$ cat src/rtl/ctrl_pkg.sv
// Shared definitions for the pipeline controller: opcodes, funct codes,
// PC-source and ALU-op encodings, and the per-stage control words.
package ctrl_pkg;

    // Primary opcodes (instruction[31:26])
    localparam logic [5:0] OP_RTYPE = 6'h00;
    localparam logic [5:0] OP_J     = 6'h02;
    localparam logic [5:0] OP_JAL   = 6'h03;
    localparam logic [5:0] OP_BEQ   = 6'h04;
    localparam logic [5:0] OP_ADDI  = 6'h08;
    localparam logic [5:0] OP_SLTI  = 6'h0A;
    localparam logic [5:0] OP_ANDI  = 6'h0C;
    localparam logic [5:0] OP_ORI   = 6'h0D;
    localparam logic [5:0] OP_XORI  = 6'h0E;
    localparam logic [5:0] OP_LW    = 6'h23;
    localparam logic [5:0] OP_SW    = 6'h2B;

    // R-type funct codes with special control meaning
    localparam logic [5:0] FN_NOP  = 6'h00;
    localparam logic [5:0] FN_JR   = 6'h08;
    localparam logic [5:0] FN_JALR = 6'h09;

    // Register written by jal
    localparam int LINK_REG = 31;

    typedef enum logic [1:0] {
        PC_SEQ    = 2'b00,
        PC_BRANCH = 2'b01,
        PC_JUMP   = 2'b10,
        PC_REG    = 2'b11
    } pc_src_e;

    typedef enum logic [1:0] {
        ALU_ADD   = 2'b00,
        ALU_SUB   = 2'b01,
        ALU_FUNCT = 2'b10,
        ALU_IMM   = 2'b11
    } alu_op_e;

    // Full control word as produced by decode and held in ID/EX
    typedef struct packed {
        logic    reg_write;
        logic    mem_to_reg;
        logic    mem_read;
        logic    mem_write;
        logic    link;
        logic    alu_src;
        alu_op_e alu_op;
    } ctrl_t;

    // Subset still needed after EX
    typedef struct packed {
        logic reg_write;
        logic mem_to_reg;
        logic mem_read;
        logic mem_write;
        logic link;
    } mem_ctrl_t;

    // Subset still needed after MEM
    typedef struct packed {
        logic reg_write;
        logic mem_to_reg;
        logic link;
    } wb_ctrl_t;

    localparam ctrl_t     CTRL_BUBBLE     = '0;
    localparam mem_ctrl_t MEM_CTRL_BUBBLE = '0;
    localparam wb_ctrl_t  WB_CTRL_BUBBLE  = '0;

    // R-type funct codes that are plain ALU operations writing rd
    function automatic logic is_funct_alu(input logic [5:0] funct);
        case (funct)
            6'h20, 6'h21, 6'h22, 6'h23,
            6'h24, 6'h25, 6'h26, 6'h27,
            6'h2A, 6'h2B: is_funct_alu = 1'b1;
            default:      is_funct_alu = 1'b0;
        endcase
    endfunction

endpackage

$ cat src/rtl/ctrl_decode.sv
// Combinational instruction decode: control word, destination register,
// PC source, source-register usage and illegal-instruction detection.
module ctrl_decode
    import ctrl_pkg::*;
#(
    parameter int RA_W     = 5,
    parameter int HAS_JALR = 1
) (
    input  logic            id_valid_i,
    input  logic [5:0]      id_op_i,
    input  logic [5:0]      id_funct_i,
    input  logic [RA_W-1:0] id_rt_i,
    input  logic [RA_W-1:0] id_rd_i,
    input  logic            id_eq_i,
    output ctrl_t           ctrl_o,
    output logic [RA_W-1:0] wdst_o,
    output pc_src_e         pc_src_o,
    output logic            uses_rs_o,
    output logic            uses_rt_o,
    output logic            br_src_o,
    output logic            illegal_o
);

    // Decode one instruction; anything not recognised becomes a bubble.
    always_comb begin
        // NOTE: every output gets a default before the case, so no path can leave one unassigned and infer a latch.
        ctrl_o    = CTRL_BUBBLE;
        wdst_o    = '0;
        pc_src_o  = PC_SEQ;
        uses_rs_o = 1'b0;
        uses_rt_o = 1'b0;
        br_src_o  = 1'b0;
        illegal_o = 1'b0;

        if (id_valid_i) begin
            case (id_op_i)
                OP_RTYPE: begin
                    if (id_funct_i == FN_NOP) begin
                        // all-zero control
                    end else if (id_funct_i == FN_JR) begin
                        pc_src_o  = PC_REG;
                        uses_rs_o = 1'b1;
                        br_src_o  = 1'b1;
                    end else if (id_funct_i == FN_JALR && HAS_JALR != 0) begin
                        pc_src_o         = PC_REG;
                        uses_rs_o        = 1'b1;
                        br_src_o         = 1'b1;
                        ctrl_o.reg_write = 1'b1;
                        ctrl_o.link      = 1'b1;
                        wdst_o           = id_rd_i;
                    end else if (is_funct_alu(id_funct_i)) begin
                        ctrl_o.reg_write = 1'b1;
                        ctrl_o.alu_op    = ALU_FUNCT;
                        wdst_o           = id_rd_i;
                        uses_rs_o        = 1'b1;
                        uses_rt_o        = 1'b1;
                    end else begin
                        illegal_o = 1'b1;
                    end
                end
                OP_LW: begin
                    ctrl_o.reg_write  = 1'b1;
                    ctrl_o.mem_to_reg = 1'b1;
                    ctrl_o.mem_read   = 1'b1;
                    ctrl_o.alu_src    = 1'b1;
                    wdst_o            = id_rt_i;
                    uses_rs_o         = 1'b1;
                end
                OP_SW: begin
                    ctrl_o.mem_write = 1'b1;
                    ctrl_o.alu_src   = 1'b1;
                    uses_rs_o        = 1'b1;
                    uses_rt_o        = 1'b1;
                end
                OP_ADDI, OP_SLTI, OP_ANDI, OP_ORI, OP_XORI: begin
                    ctrl_o.reg_write = 1'b1;
                    ctrl_o.alu_src   = 1'b1;
                    ctrl_o.alu_op    = ALU_IMM;
                    wdst_o           = id_rt_i;
                    uses_rs_o        = 1'b1;
                end
                OP_BEQ: begin
                    ctrl_o.alu_op = ALU_SUB;
                    uses_rs_o     = 1'b1;
                    uses_rt_o     = 1'b1;
                    br_src_o      = 1'b1;
                    pc_src_o      = id_eq_i ? PC_BRANCH : PC_SEQ;
                end
                OP_J: begin
                    pc_src_o = PC_JUMP;
                end
                OP_JAL: begin
                    pc_src_o         = PC_JUMP;
                    ctrl_o.reg_write = 1'b1;
                    ctrl_o.link      = 1'b1;
                    wdst_o           = RA_W'(LINK_REG);
                end
                default: begin
                    illegal_o = 1'b1;
                end
            endcase
        end
    end

endmodule

$ cat src/rtl/ctrl_pipe.sv
// Pipeline controller: hazard detection, ID/EX, EX/MEM and MEM/WB control
// registers, PC/IF-ID steering and a saturating hazard-stall counter.
module ctrl_pipe
    import ctrl_pkg::*;
#(
    parameter int RA_W     = 5,
    parameter int CNT_W    = 16,
    parameter int HAS_JALR = 1
) (
    input  logic             clk,
    input  logic             rst,
    input  logic             id_valid,
    input  logic [5:0]       id_op,
    input  logic [5:0]       id_funct,
    input  logic [RA_W-1:0]  id_rs,
    input  logic [RA_W-1:0]  id_rt,
    input  logic [RA_W-1:0]  id_rd,
    input  logic             id_eq,
    input  logic             mem_stall,
    output logic             pc_write,
    output logic             ifid_write,
    output logic             if_flush,
    output logic [1:0]       pc_src,
    output logic [1:0]       ex_alu_op,
    output logic             ex_alu_src,
    output logic             ex_mem_read,
    output logic [RA_W-1:0]  ex_wdst,
    output logic             mem_mem_read,
    output logic             mem_mem_write,
    output logic             wb_reg_write,
    output logic             wb_mem_to_reg,
    output logic             wb_link,
    output logic [RA_W-1:0]  wb_wdst,
    output logic             illegal,
    output logic [CNT_W-1:0] stall_count
);

    ctrl_t           dec_ctrl;
    logic [RA_W-1:0] dec_wdst;
    pc_src_e         dec_pc_src;
    logic            dec_uses_rs;
    logic            dec_uses_rt;
    logic            dec_br_src;
    logic            dec_illegal;

    ctrl_t           ex_ctrl_q,  ex_ctrl_d;
    logic [RA_W-1:0] ex_wdst_q,  ex_wdst_d;
    mem_ctrl_t       mem_ctrl_q, mem_ctrl_d;
    logic [RA_W-1:0] mem_wdst_q;
    wb_ctrl_t        wb_ctrl_q,  wb_ctrl_d;
    logic [RA_W-1:0] wb_wdst_q;
    logic            illegal_q,  illegal_d;
    logic [CNT_W-1:0] stall_count_q, stall_count_d;

    logic ex_dep;
    logic mem_dep;
    logic load_use;
    logic branch_haz;
    logic hazard;

    ctrl_decode #(
        .RA_W     (RA_W),
        .HAS_JALR (HAS_JALR)
    ) u_decode (
        .id_valid_i (id_valid),
        .id_op_i    (id_op),
        .id_funct_i (id_funct),
        .id_rt_i    (id_rt),
        .id_rd_i    (id_rd),
        .id_eq_i    (id_eq),
        .ctrl_o     (dec_ctrl),
        .wdst_o     (dec_wdst),
        .pc_src_o   (dec_pc_src),
        .uses_rs_o  (dec_uses_rs),
        .uses_rt_o  (dec_uses_rt),
        .br_src_o   (dec_br_src),
        .illegal_o  (dec_illegal)
    );

    // Hazard detection: load-use against EX, and branch/jump-register operands against EX writers and MEM loads.
    always_comb begin
        ex_dep     = (ex_wdst_q != '0) &&
                     ((dec_uses_rs && ex_wdst_q == id_rs) || (dec_uses_rt && ex_wdst_q == id_rt));
        mem_dep    = (dec_uses_rs && mem_wdst_q == id_rs) || (dec_uses_rt && mem_wdst_q == id_rt);
        load_use   = ex_ctrl_q.mem_read && ex_dep;
        branch_haz = dec_br_src && ((ex_ctrl_q.reg_write && ex_dep) || (mem_ctrl_q.mem_read && mem_dep));
        hazard     = load_use || branch_haz;
    end

    // Fetch steering: reset forces sequential fetch, freeze and hazard hold fetch, otherwise follow decode.
    always_comb begin
        pc_write   = 1'b1;
        ifid_write = 1'b1;
        if_flush   = 1'b0;
        pc_src     = PC_SEQ;
        if (rst) begin
            // keep the defaults while reset is asserted
        end else if (mem_stall || hazard) begin
            pc_write   = 1'b0;
            ifid_write = 1'b0;
        end else begin
            pc_src   = dec_pc_src;
            if_flush = (dec_pc_src != PC_SEQ);
        end
    end

    // Next-state values for the pipeline registers and the stall counter.
    always_comb begin
        ex_ctrl_d     = hazard ? CTRL_BUBBLE : dec_ctrl;
        ex_wdst_d     = hazard ? '0 : dec_wdst;
        mem_ctrl_d    = '{reg_write:  ex_ctrl_q.reg_write,
                          mem_to_reg: ex_ctrl_q.mem_to_reg,
                          mem_read:   ex_ctrl_q.mem_read,
                          mem_write:  ex_ctrl_q.mem_write,
                          link:       ex_ctrl_q.link};
        wb_ctrl_d     = '{reg_write:  mem_ctrl_q.reg_write,
                          mem_to_reg: mem_ctrl_q.mem_to_reg,
                          link:       mem_ctrl_q.link};
        illegal_d     = dec_illegal && !mem_stall;
        stall_count_d = stall_count_q;
        if (hazard && stall_count_q != {CNT_W{1'b1}}) begin
            stall_count_d = stall_count_q + CNT_W'(1);
        end
    end

    // Pipeline registers and counter; mem_stall freezes them, the illegal pulse is never held.
    always_ff @(posedge clk or posedge rst) begin
        if (rst) begin
            ex_ctrl_q     <= CTRL_BUBBLE;
            ex_wdst_q     <= '0;
            mem_ctrl_q    <= MEM_CTRL_BUBBLE;
            mem_wdst_q    <= '0;
            wb_ctrl_q     <= WB_CTRL_BUBBLE;
            wb_wdst_q     <= '0;
            illegal_q     <= 1'b0;
            stall_count_q <= '0;
        end else begin
            // NOTE: non-blocking assignments so every stage samples the previous stage's old value on the same edge.
            illegal_q <= illegal_d;
            if (!mem_stall) begin
                ex_ctrl_q     <= ex_ctrl_d;
                ex_wdst_q     <= ex_wdst_d;
                mem_ctrl_q    <= mem_ctrl_d;
                mem_wdst_q    <= ex_wdst_q;
                wb_ctrl_q     <= wb_ctrl_d;
                wb_wdst_q     <= mem_wdst_q;
                stall_count_q <= stall_count_d;
            end
        end
    end

    assign ex_alu_op     = ex_ctrl_q.alu_op;
    assign ex_alu_src    = ex_ctrl_q.alu_src;
    assign ex_mem_read   = ex_ctrl_q.mem_read;
    assign ex_wdst       = ex_wdst_q;
    assign mem_mem_read  = mem_ctrl_q.mem_read;
    assign mem_mem_write = mem_ctrl_q.mem_write;
    assign wb_reg_write  = wb_ctrl_q.reg_write && (wb_wdst_q != '0);
    assign wb_mem_to_reg = wb_ctrl_q.mem_to_reg;
    assign wb_link       = wb_ctrl_q.link;
    assign wb_wdst       = wb_wdst_q;
    assign illegal       = illegal_q;
    assign stall_count   = stall_count_q;

endmodule
$ cat config.mk
export PLATFORM = sky130hd
export DESIGN_NAME = ctrl_pipe
export DESIGN_NICKNAME = d
export VERILOG_FILES = /design/src/rtl/ctrl_pkg.sv /design/src/rtl/ctrl_decode.sv /design/src/rtl/ctrl_pipe.sv
export SDC_FILE = /design/constraint.sdc
export NUM_CORES = 1
export LEC_CHECK = 0
export CAP_MARGIN = 40
export CELL_PAD_IN_SITES_DETAIL_PLACEMENT = 1
export CELL_PAD_IN_SITES_GLOBAL_PLACEMENT = 1
export CORE_MARGIN = 2
export CORE_UTILIZATION = 37
export DETAILED_ROUTE_END_ITERATION = 12
export PLACE_DENSITY_LB_ADDON = 0.1
export SYNTH_ARGS = -nofsm -noshare
export SYNTH_HDL_FRONTEND = slang
export SYNTH_SLANG_ARGS = --single-unit
$ cat constraint.sdc
create_clock -name clk -period 5.2 [get_ports clk]
set_clock_uncertainty 0.05 [all_clocks]
set_input_delay 1.56 -clock clk [delete_from_list [all_inputs] [get_ports clk]]
set_output_delay 1.56 -clock clk [all_outputs]
set_load 0.02 [all_outputs]
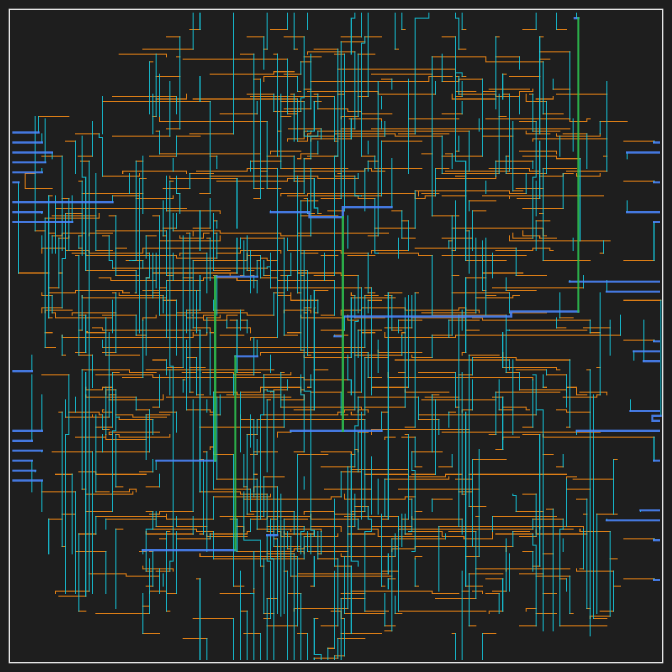
Figure 1: routed metal, one color a layer.
Blue marks met3, wire length 231 um. Green marks met4, wire length 121 um. Cyan marks met2, wire length 3810 um. Orange marks met1, wire length 3430 um.
vias post-DR: 2426
post-detailed-route wirelength per cell: 16.3 um

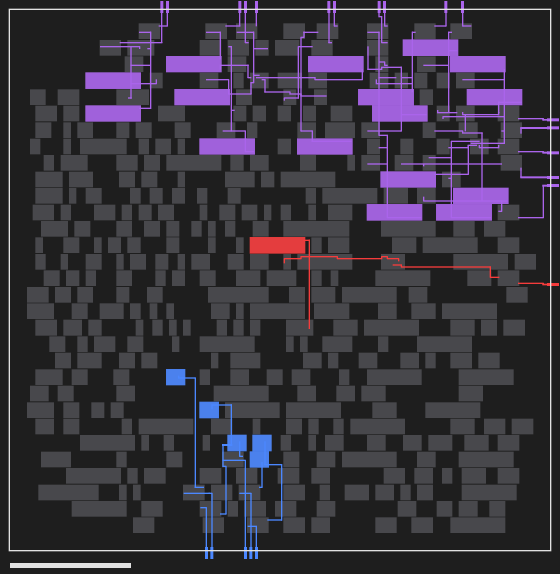
Figure 2: wires at chosen ports, followed through buffers.
Bar = 20 um.
Purple marks stall_count, bits 16, direction output, end cells 16, buffers 16, wire 533 um. Red marks ex_mem_read, bits 1, direction output, end cells 1, buffers 1, wire 61.3 um. Blue marks id_rd, bits 5, direction input, end cells 5, buffers 5, wire 128 um.
IO Port Bufs: 72
I/O pin total: 73

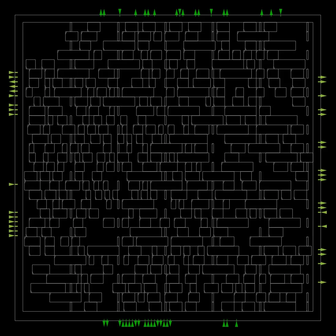
Figure 3: placement view.
count of filler cells inserted in the layout: 840
inserted tap cell count: 99
Core Region: 7140 sq um
share of cell area taken by flip-flops and latches: 29.5%

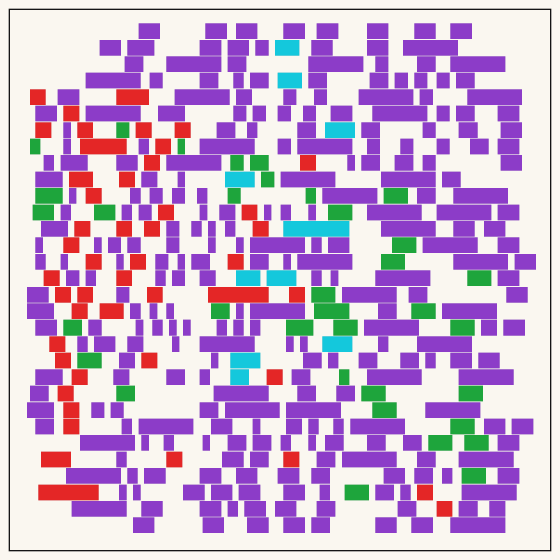
Figure 4: cell sizes after repair.
Purple marks drive 1 or less, cells 276, share 75%. Cyan marks drive 6 and up, cells 10, share 2.7%. Red marks drive 3 to 4, cells 47, share 13%. Green marks drive 2, cells 35, share 9.5%.
post-synthesis to final-layout area growth: 45.2%
number of buffers other than clock buffers in the final layout: 112

==> notes.md <==
Hold is met by 0.445 ns. By count the netlist is led by 46 x sky130_fd_sc_hd__dfrtp_1, 23 x sky130_fd_sc_hd__xnor2_1, 21 x sky130_fd_sc_hd__nand2_1, 17 x sky130_fd_sc_hd__mux2_2, 17 x sky130_fd_sc_hd__o21ai_0. Per the timing report, the most critical flop-to-flop path finishes at ex_ctrl_q[6]$_DFFE_PP0N_. Counting cells, the worst reg-to-reg path comes to 7.

The number of clock sinks seen by CTS was 46; the combinational gate area was 1470 sq um. The tools report the sum of negative setup slack as 0 ns. For the worst setup path, the data required time is 3.59 ns. The largest net degree at the start of global routing is 47, and the global-route wire length before repair is 12.6 mm. The final weighted congestion recorded by global placement is 0.814. All stages included, the depth of the critical timing path comes to 10. The run gives 0.772 mW as the total power draw. The register with the most flip-flops in the layout has 16 of them. The combinational gate power came out at 0.132 mW.

A synthesized cell averages 10.2 sq um. The cell-mix breakdown from Yosys lists the XOR/XNOR area share as 11.4%. Sequential cells placed in the final layout were counted as 46.

The run gives 1.75 nW as the leakage power summed over all cells. The tools report the sequential cell area as 1150 sq um. The die is 89.2 um wide. STA lists the startpoint of the worst register-to-register path as ex_wdst[2]$_DFFE_PP0N_. The run gives 2 for the cell depth of the worst hold path. Post-CTS repair ended up resizing 35 cells.

Looking at area per cell type in the netlist, the leader is sky130_fd_sc_hd__dfrtp_1. The report puts the hold buffer count at CTS at 0. The master of the slowest instance on the critical path was sky130_fd_sc_hd__o41ai_4.

Counting only logic cells after layout, the most numerous master is sky130_fd_sc_hd__clkdlybuf4s50_1. For the number of buffers added by the clock tree synthesis step, the log shows 5. The max-slew check reports its worst relative slack as 53.2%.

The run gives 0.576 mW for the internal power summed over all cells. Summing the areas of all compound-gate instances in the mapped netlist gives 11.9% of the synthesized area. The initialized floorplan defines 31 standard-cell rows. The total length of routed wires came out at 7.59 mm. Looking at the global route congestion table, the highest-usage layer is met2. The run gives 25.0% for the share of cells above drive strength 1.

The capture point of the critical path was reported as pc_write. On met1, the global router reports a usage of 27.1%. For the number of clock buffer instances in the layout, the log shows 5. The placed standard-cell area is 3700 sq um. The tools report the clock group power as 0.270 mW.

Of the total power, combinational logic draws 17.1%. With the overall track demand over capacity in global routing at 20.5%, the signal arrival time at the worst endpoint is 3.49 ns. The run finished with clean final reports. Max-cap violations in this run came to 0.

In the placement report, post-DP HPWL is listed as 5.83 mm. Of all nets on the critical path, the largest fanout is 3. The prevailing post-synth register cell was sky130_fd_sc_hd__dfrtp_1. For this run, design rule violations remaining after detail routing come to 0. The count of state elements after synthesis works out to 46. The pin closest to its max-slew limit shows a slew of 0.702 ns.

In the finished design, the share of the clock period the worst path needs comes to 98.1%. Derived from the worst setup path, the maximum achievable clock frequency is 196 MHz. The class of the tightest hold or removal check was flop to flop. Type of the worst setup path: input port to output port.

The routed design uses 3.81 mm of met2 wire. Per STA, the worst path is made up of dlygate4sd2_1 -> nand2b_4 -> o41ai_4 -> buf_4 -> a31oi_2 -> o32ai_2 -> o2bb2ai_4 -> a21o_2 -> nand2_2 -> buf_6. Warnings reported by Yosys during synthesis add up to 0. Multi-input gate share of the layout cell area: 37.6%.

TritonCTS built the clock tree. The topmost layer with routed signal wires is met4. The top power consumer group is registers. The analysis attributes to net switching a power of 0.196 mW. The clock group share of total power is 34.9%, and the area enclosed by the die boundary is 7950 sq um.

The layout stage reports a final design area of 3900 sq um. The source of the critical timing path is id_funct[5]. The synthesis report gives the async set-or-reset register share as 100%.

Looking at the worst setup and hold paths, the clock pins of their registers show a slew of 0.09 ns. For this run, the register share of the synthesized area comes to 42.9%. In the detailed route, the total length drawn on met3 is 231 um. After detailed routing, the wire length on met1 is 3.43 mm.

The tools report the critical path endpoint category as an output port. With the sum of buffers and inverters on the critical path at 3, the inverter count is 4. Registers are responsible for 48.0% of the overall power. The slack of the critical path was 0.0983 ns; the cell area power density was 198 nW/um^2. The final standard cell count with taps included and fillers excluded is 467.

STA classifies the critical path startpoint as an input port. The logs give 2690 sq um for the netlist area before placement and 0 for the number of antenna violations at the first check in global routing. The netlist uses 53 different library cells. According to the report, the first pass of detailed routing completed in 4 iterations. According to the finish report, the design has a final net count of 400.
Power and IR drop assume default switching activity.
